### Clock wiring as the flow saved it, run 1

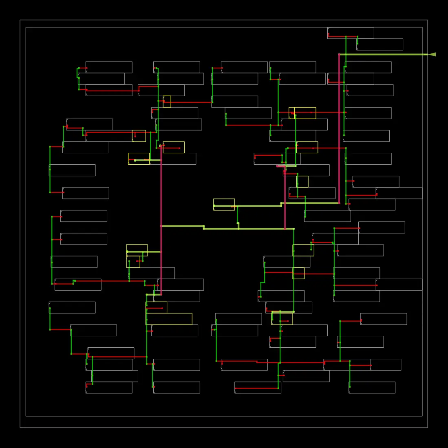
### Register map, names as in the netlist, run 1

(4 px per µm) Other sequential cells in the stronger gray, the rest of the logic in the fainter gray.
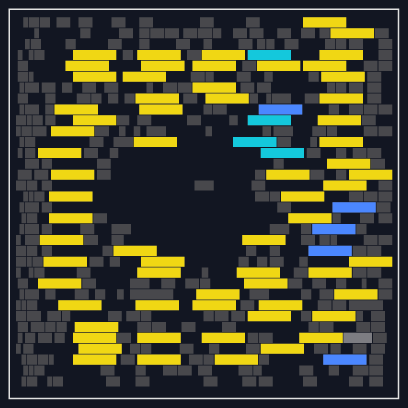
### The metal 3 layer, run 1

(4 px per µm)
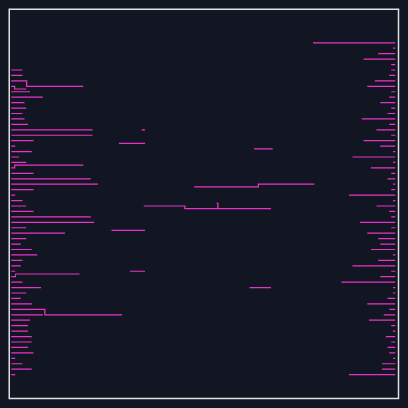
[config.mk]
export PLATFORM = sky130hd
export DESIGN_NAME = pipe_stage_reg
export DESIGN_NICKNAME = d
export VERILOG_FILES = /design/src/rtl/pipe_stage_reg.sv
export SDC_FILE = /design/constraint.sdc
export NUM_CORES = 1
export LEC_CHECK = 0
export ABC_CLOCK_PERIOD_IN_PS = 2600
export CAP_MARGIN = 20
export CORE_UTILIZATION = 34
export DETAILED_ROUTE_END_ITERATION = 16
export GPL_TIMING_DRIVEN = 0
export PLACE_DENSITY_LB_ADDON = 0.2
export SYNTH_ARGS = -nofsm -noshare
export SYNTH_HDL_FRONTEND = slang
export SYNTH_SLANG_ARGS = --single-unit
[constraint.sdc]
create_clock -name clk_i -period 2.6 [get_ports clk_i]
set_input_delay 0.52 -clock clk_i [delete_from_list [all_inputs] [get_ports clk_i]]
set_output_delay 0.52 -clock clk_i [all_outputs]
set_load 0.02 [all_outputs]
[src/rtl/pipe_stage_reg.sv]
// Parametrised inter-stage pipeline register: DEPTH stages of {valid, ctrl, data, rd_addr} with stall hold and flush bubbles.
// Define PIPE_STAGE_PERF_EN to build saturating stall/bubble counters; otherwise both counter outputs read zero.
module pipe_stage_reg #(
  parameter int CTRL_W = 4,
  parameter int DATA_W = 32,
  parameter int NDATA  = 2,
  parameter int ADDR_W = 5,
  parameter int DEPTH  = 1
) (
  input  logic                    clk_i,
  input  logic                    rst_i,
  input  logic                    valid_i,
  input  logic                    stall_i,
  input  logic                    flush_i,
  input  logic [CTRL_W-1:0]       ctrl_i,
  input  logic [NDATA*DATA_W-1:0] data_i,
  input  logic [ADDR_W-1:0]       rd_addr_i,
  output logic                    valid_o,
  output logic [CTRL_W-1:0]       ctrl_o,
  output logic [NDATA*DATA_W-1:0] data_o,
  output logic [ADDR_W-1:0]       rd_addr_o,
  output logic [15:0]             stall_cnt_o,
  output logic [15:0]             bubble_cnt_o
);

  localparam int DW = NDATA * DATA_W;

  logic [DEPTH-1:0] valid_q;
  logic [CTRL_W-1:0] ctrl_q [DEPTH];
  logic [DW-1:0]     data_q [DEPTH];
  logic [ADDR_W-1:0] rd_q   [DEPTH];

  // A flush always wins over a stall for stage 0, so a held instruction there is killed.
  logic load_bubble;
  logic load_input;
  assign load_bubble = flush_i | (~stall_i & ~valid_i);
  assign load_input  = ~flush_i & ~stall_i & valid_i;

  always_ff @(posedge clk_i) begin
    if (rst_i || load_bubble) begin
      valid_q[0] <= 1'b0;
      ctrl_q[0]  <= '0;
      data_q[0]  <= '0;
      rd_q[0]    <= '0;
    end else if (load_input) begin
      valid_q[0] <= 1'b1;
      ctrl_q[0]  <= ctrl_i;
      data_q[0]  <= data_i;
      rd_q[0]    <= rd_addr_i;
    end
  end

  // Later stages only ever copy their predecessor, so bubbles stay all-zero down the chain.
  for (genvar s = 1; s < DEPTH; s++) begin : g_stage
    always_ff @(posedge clk_i) begin
      if (rst_i) begin
        valid_q[s] <= 1'b0;
        ctrl_q[s]  <= '0;
        data_q[s]  <= '0;
        rd_q[s]    <= '0;
      end else if (!stall_i) begin
        valid_q[s] <= valid_q[s-1];
        ctrl_q[s]  <= ctrl_q[s-1];
        data_q[s]  <= data_q[s-1];
        rd_q[s]    <= rd_q[s-1];
      end
    end
  end

  assign valid_o   = valid_q[DEPTH-1];
  assign ctrl_o    = ctrl_q[DEPTH-1];
  assign data_o    = data_q[DEPTH-1];
  assign rd_addr_o = rd_q[DEPTH-1];

`ifdef PIPE_STAGE_PERF_EN
  logic [15:0] stall_cnt_q;
  logic [15:0] bubble_cnt_q;

  always_ff @(posedge clk_i) begin
    if (rst_i) begin
      stall_cnt_q  <= '0;
      bubble_cnt_q <= '0;
    end else begin
      if (stall_i && stall_cnt_q != 16'hFFFF)
        stall_cnt_q <= stall_cnt_q + 16'd1;
      if (load_bubble && bubble_cnt_q != 16'hFFFF)
        bubble_cnt_q <= bubble_cnt_q + 16'd1;
    end
  end

  assign stall_cnt_o  = stall_cnt_q;
  assign bubble_cnt_o = bubble_cnt_q;
`else
  assign stall_cnt_o  = 16'h0000;
  assign bubble_cnt_o = 16'h0000;
`endif

endmodule

==> impl_metrics.json, run 1 <==
{
  "grt.total_usage_pct": 13.5,
  "ios": 184,
  "rr_worst_depth": 2,
  "critical_path.slowest_cell": "nor4b_4",
  "rsz0062_at_grt": "false",
  "globalRouteOverflowTotal": 0,
  "relSlewSlack_pct": 36.8,
  "setup-violations-final": 0,
  "crit_chain": "clkdlybuf4s50_1 -> nor4b_4 -> clkbuf_2 -> and2_2",
  "powerDensity_nw_per_um2": 534,
  "logic_family": "simple AND/OR/NAND/NOR gates",
  "grt-busiest-layer": "met2",
  "portBuffers": 151,
  "die_x_um": 96.9,
  "synthToLayoutAreaGrowth_pct": 64.1,
  "worstSetupEndpoint": "data_q[0][35]$_SDFFCE_PN0P_",
  "worstSetupEndpointType": "register",
  "r2r-start": "valid_o$_SDFFE_PP0P_",
  "gp_congestion": 0.716,
  "tritoncts": "built",
  "layout_top_cells": "151 x clkdlybuf4s50_1, 73 x edfxtp_1, 56 x and2_2",
  "ys_cells": 192,
  "startpoint": "stall_i",
  "grt_pass1_vias": 1875,
  "critPathRequiredTime_ps": 2810,
  "worst_hold_startpoint": "valid_o$_SDFFE_PP0P_",
  "cts_max_level": 3,
  "postCtsSetupBuffers": 0,
  "place_ws_ps": 160,
  "dpl-instance-area_um2": 4830,
  "cts.clk_slew.worst_paths_ps": 80,
  "simple_gate_share_pct": 18.4,
  "synthAoiAreaFrac_pct": 0,
  "drtAntennaViolNets": 0,
  "layoutNonFillerInstCount": 498,
  "post-route-drc-count": 0,
  "synth_warnings": 0,
  "clock_path_buffers": 2,
  "final-hold-violation-count": 0,
  "internal_power_mw": 2.06,
  "power_frac_seq_pct": 51.5,
  "holdWs_ps": 560,
  "hp-class": "register to register",
  "grt_use_met1_pct": 15.7,
  "drv_cap": 0,
  "syn_inst": 192,
  "clockRootBuffer": "clkbuf_8",
  "cts.sinks": 74,
  "hpwl_mm": 4.57,
  "grt_max_degree": 74,
  "synth_cell_types": 12,
  "totalPowerFinal_mw": 2.69,
  "ctsResizeCount": 0,
  "fa_ha_area_share_pct": 0,
  "slowest_delay_ps": 720,
  "synth_seq_share_pct": 72.2,
  "holdPathEnd": "valid_o$_SDFFE_PP0P_",
  "final-max-slew-violation-count": 0,
  "swShare_pct": 23.3,
  "path_max_fanout": 10,
  "status": "finished, final reports clean",
  "netlist_area_um2": 3060,
  "grt_antenna_before_repair": 0,
  "p_sw_uw": 626,
  "reg2reg_slack_ps": 1980,
  "ys.flops": 74,
  "met2_usage_pct": 21.3,
  "layout.nets": 463,
  "finalClockPeriodUsage_pct": 78.9,
  "yosysChipArea_um2": 3060,
  "tightest_slew_ps": 948,
  "die_area_um2": 9400,
  "layout-drive-gt1-share_pct": 28.7,
  "cts_buffers": 9,
  "nFillCells": 714,
  "firstDrtPassIters": 4,
  "xor_share_pct": 0,
  "num_antenna_cells": 0,
  "r2r_end": "valid_o$_SDFFE_PP0P_",
  "min_period_ps": 2050,
  "cp_num_cells": 4,
  "holdBufCountCts": 0,
  "combGateArea_um2": 701,
  "crit_path_start_kind": "input pin",
  "cp.arrival_ps": 2260,
  "vias_per_cell": 4.03,
  "num_rows": 34,
  "cp_top_family": "simple AND/OR/NAND/NOR gates",
  "setup_tns_ps": 0,
  "post-place-cells": 482,
  "core_area_um2": 8720,
  "die_h_um": 96.9,
  "pwr-share-clk_pct": 32.0,
  "warnings": 26
}
## Picture notes: 'Clock wiring as the flow saved it'
Seq cells: 74
clk_skew: 0 ps

## Picture notes: 'Register map, names as in the netlist'
Blue shows rd_q, sequential cells 5. Yellow shows data_q, sequential cells 64, where spread over the die. Cyan shows ctrl_q, sequential cells 4.
Seq/total area: 44.0%
Core Util, Final: 57.7%
Flop area: 2210 µm²

## Picture notes: 'The metal 3 layer'
The wires run mostly horizontal. The layer holds 11% of the routed length. The longest straight run is 21.4 µm.
DRT Wirelength: 6.24 mm
met3 GRT Util: 6.00%
vias: 2009

-- run 1: cells by family (layout without fill, tap and decap cells) --
logic type             Yosys count  after routing
buffers and inverters           39            206
DFF                             74             74
muxes                            1              1
other                            1             32
and+or+nand+nor                 77             77
-- run 1: worst min-delay path, cell delays in order, from the launching register on --
cell and delay, ps:
dfxtp_1 320, mux2i_1 140, nor3_1 60
-- run 1: layer usage --
metal  up-vias  wire [µm]  share of wire (%)
li1        974          -                  -
met1       898       2600                 42
met2       128       2850                 46
met3         9        697                 11
met4         0         87                1.4
met5         -          0                  0
-- run 1: synth_stat cells (all sizes together) --
master	number	share of area, %
nor2	1	0.12
mux2i	1	0.33
nand2	1	0.12
nor3	1	0.16
nor4b	1	0.78
clkbuf	7	1.1
edfxtp	73	72
dfxtp	1	0.65
buf	32	7.8
and2	73	17
conb	1	0.12
-- run 1: sequential cells by signal, summed over array words and instances, names as in the netlist --
signal	flops
data_q	64
rd_q	5
ctrl_q	4
valid_o	1
-- run 1: power groups by stage --
| stage | Sequential [mW] | Combinational (mW) | Clock (mW) |
|---|---|---|---|
| floorplan | 1.50 | 0.112 | 0 |
| global placement | 1.41 | 0.439 | 0 |
| detailed placement | 1.41 | 0.441 | 0 |
| CTS | 1.39 | 0.444 | 0.890 |
| global route | 1.39 | 0.465 | 0.930 |
| finish | 1.38 | 0.442 | 0.859 |
-- run 1: area by class of cell --
| class | count | area share [%] |
|---|---|---|
| multi-input combinational | 110 | 13.9 |
| clock inverter | 6 | 1.34 |
| clock buffer | 10 | 2.54 |
| timing repair buffer | 151 | 30.0 |
| sequential | 74 | 44.0 |
| buffer | 39 | 5.47 |
| tap | 108 | 2.69 |
==> inputs of run 2 (changes only) <==
- ABC_CLOCK_PERIOD_IN_PS: 2600 -> 2000
- CORE_UTILIZATION: 34 -> 37
- clock period: 2.6 -> 2 ns (I/O delays scaled with it)
### Clock wiring as the flow saved it, run 2

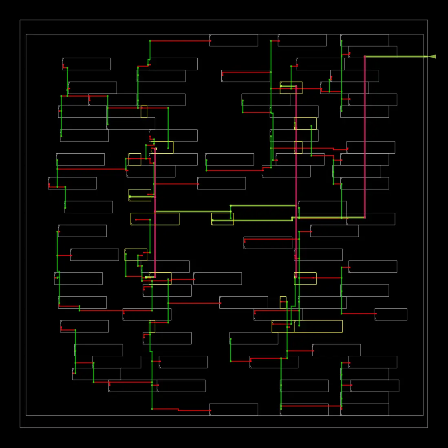
Power Clock: 1.22 mW
CTS buffer count: 9
clk latency late pin: 330 ps
CLK BUF: 9
clock sink count: 74

==> run 2 against run 1 <==
Clock skew unchanged. Highest routed layer unchanged. Final area hardly changed. Power increased by 34%. Largest cell class unchanged.
==> impl_metrics.json, run 2 <==
{
  "swShare_pct": 22.5,
  "pwr-share-clk_pct": 34.0,
  "die_x_um": 93.0,
  "relSlewSlack_pct": 34.1,
  "ctsResizeCount": 0,
  "syn_inst": 192,
  "grt_max_degree": 74,
  "layout.nets": 463,
  "largest_reg_flops": 64,
  "num_rows": 32,
  "powerDensity_nw_per_um2": 715,
  "portBuffers": 151,
  "enable_flop_cells": 73,
  "yosysChipArea_um2": 3060,
  "die_h_um": 93.0,
  "cp.arrival_ps": 1850,
  "worstSetupEndpoint": "data_q[0][2]$_SDFFCE_PN0P_",
  "top_cells_by_count": "73 x edfxtp_1, 56 x and2_2, 32 x buf_4",
  "post-place-cells": 476,
  "holdPathEnd": "valid_o$_SDFFE_PP0P_",
  "clock_path_buffers": 2,
  "core_area_um2": 7890,
  "synth_warnings": 0,
  "drtAntennaViolNets": 0,
  "gp_congestion": 0.663,
  "post-route-drc-count": 0,
  "wirelength_mm": 6.60,
  "crit_path_start_kind": "input pin",
  "setup-violations-final": 0,
  "grt_antenna_before_repair": 0,
  "place_ws_ps": -267,
  "num_antenna_cells": 0,
  "path_max_fanout": 73,
  "top_cell_area_share_pct": 71.5,
  "num_vias": 2031,
  "worst_hold_startpoint": "valid_o$_SDFFE_PP0P_",
  "rsz0062_at_grt": "false",
  "postCtsSetupBuffers": 0,
  "cts.clk_slew.worst_paths_ps": 70,
  "grt_pass1_vias": 1979,
  "crit_chain": "clkdlybuf4s50_1 -> nor2_1 -> nand2_4",
  "final-hold-violation-count": 0,
  "firstDrtPassIters": 4,
  "hpwl_mm": 4.81,
  "r2r_end": "valid_o$_SDFFE_PP0P_",
  "grt.total_usage_pct": 15.4,
  "synth_cell_types": 12,
  "critPathRequiredTime_ps": 1960,
  "ys_cells": 192,
  "tightest_slew_ps": 988,
  "most_common_cell": "edfxtp_1",
  "r2r-start": "valid_o$_SDFFE_PP0P_",
  "vias_per_cell": 4.13,
  "globalRouteOverflowTotal": 0,
  "ys_top_cells_by_area": "edfxtp_1 72%, and2_2 14%, buf_4 7.8%",
  "synthToLayoutAreaGrowth_pct": 64.3,
  "clockRootBuffer": "clkbuf_8",
  "async_flop_share_pct": 0,
  "status": "finished, final reports clean",
  "cts_max_level": 3,
  "rr_worst_depth": 2,
  "yosys.area.top_type": "edfxtp_1",
  "warnings": 26,
  "internal_power_mw": 2.79,
  "min_period_ps": 1890,
  "ys.flops": 74,
  "drv_cap": 0,
  "holdBufCountCts": 0
}
[run 2: cell counts after synthesis]
Identical to the previous run, type by type.
[run 2: cell families (layout without fill, tap and decap cells)]
family / count (synthesis) / after routing / synth area share, %
AND/OR/NAND/NOR: 77 / 77 / 18.4
other: 1 / 32 / 0.122
multiplexers: 1 / 1 / 0.327
buffers and inverters: 39 / 206 / 8.98
flip-flops: 74 / 74 / 72.2
[run 2: routing by layer]
metal,up-vias,wire length (µm),GRT usage (%)
met4,0,136,8.21
met1,920,2530,15.9
met3,12,680,6.02
met2,124,3250,26.7
met5,-,0,0
li1,975,-,-
[run 2: per-stage QoR]
step / hold slack (ps) / utilization (%) / area [µm²] / total power, mW / TNS [ps]
after global routing: 615 / 63.8 / 5030 / 3.73 / 0
after floorplan: 477 / - / 3180 / 2.09 / 0
after CTS: 578 / 63.8 / 5030 / 3.64 / 0
after detailed placement: 563 / 61.2 / 4830 / 2.41 / -32980
final: 574 / 63.8 / 5030 / 3.60 / 0
after global placement: 540 / 61.1 / 4820 / 2.40 / -60720
[run 2: worst max-delay path, delay by kind of cell]
family / cells / cell delay, ps
buf+inv: 1 / 580
simple gates: 2 / 780
[run 2: layout make-up]
type	count	area, µm²
fillers	637	2850
well taps	102	128
plain buffers	39	275
clock buffers	9	124
clock inverters	7	83.8
flip-flops and latches	74	2210
repair buffers	151	1510
multi-input cells	110	701
[run 2: power by group through the flow]
stage | combinational, mW | sequential [mW] | clock (mW)
after floorplan | 0.146 | 1.94 | 0
after global placement | 0.570 | 1.83 | 0
after detailed placement | 0.575 | 1.84 | 0
after CTS | 0.577 | 1.80 | 1.26
after global routing | 0.607 | 1.81 | 1.31
final | 0.576 | 1.80 | 1.22
Power and IR drop assume default switching activity.
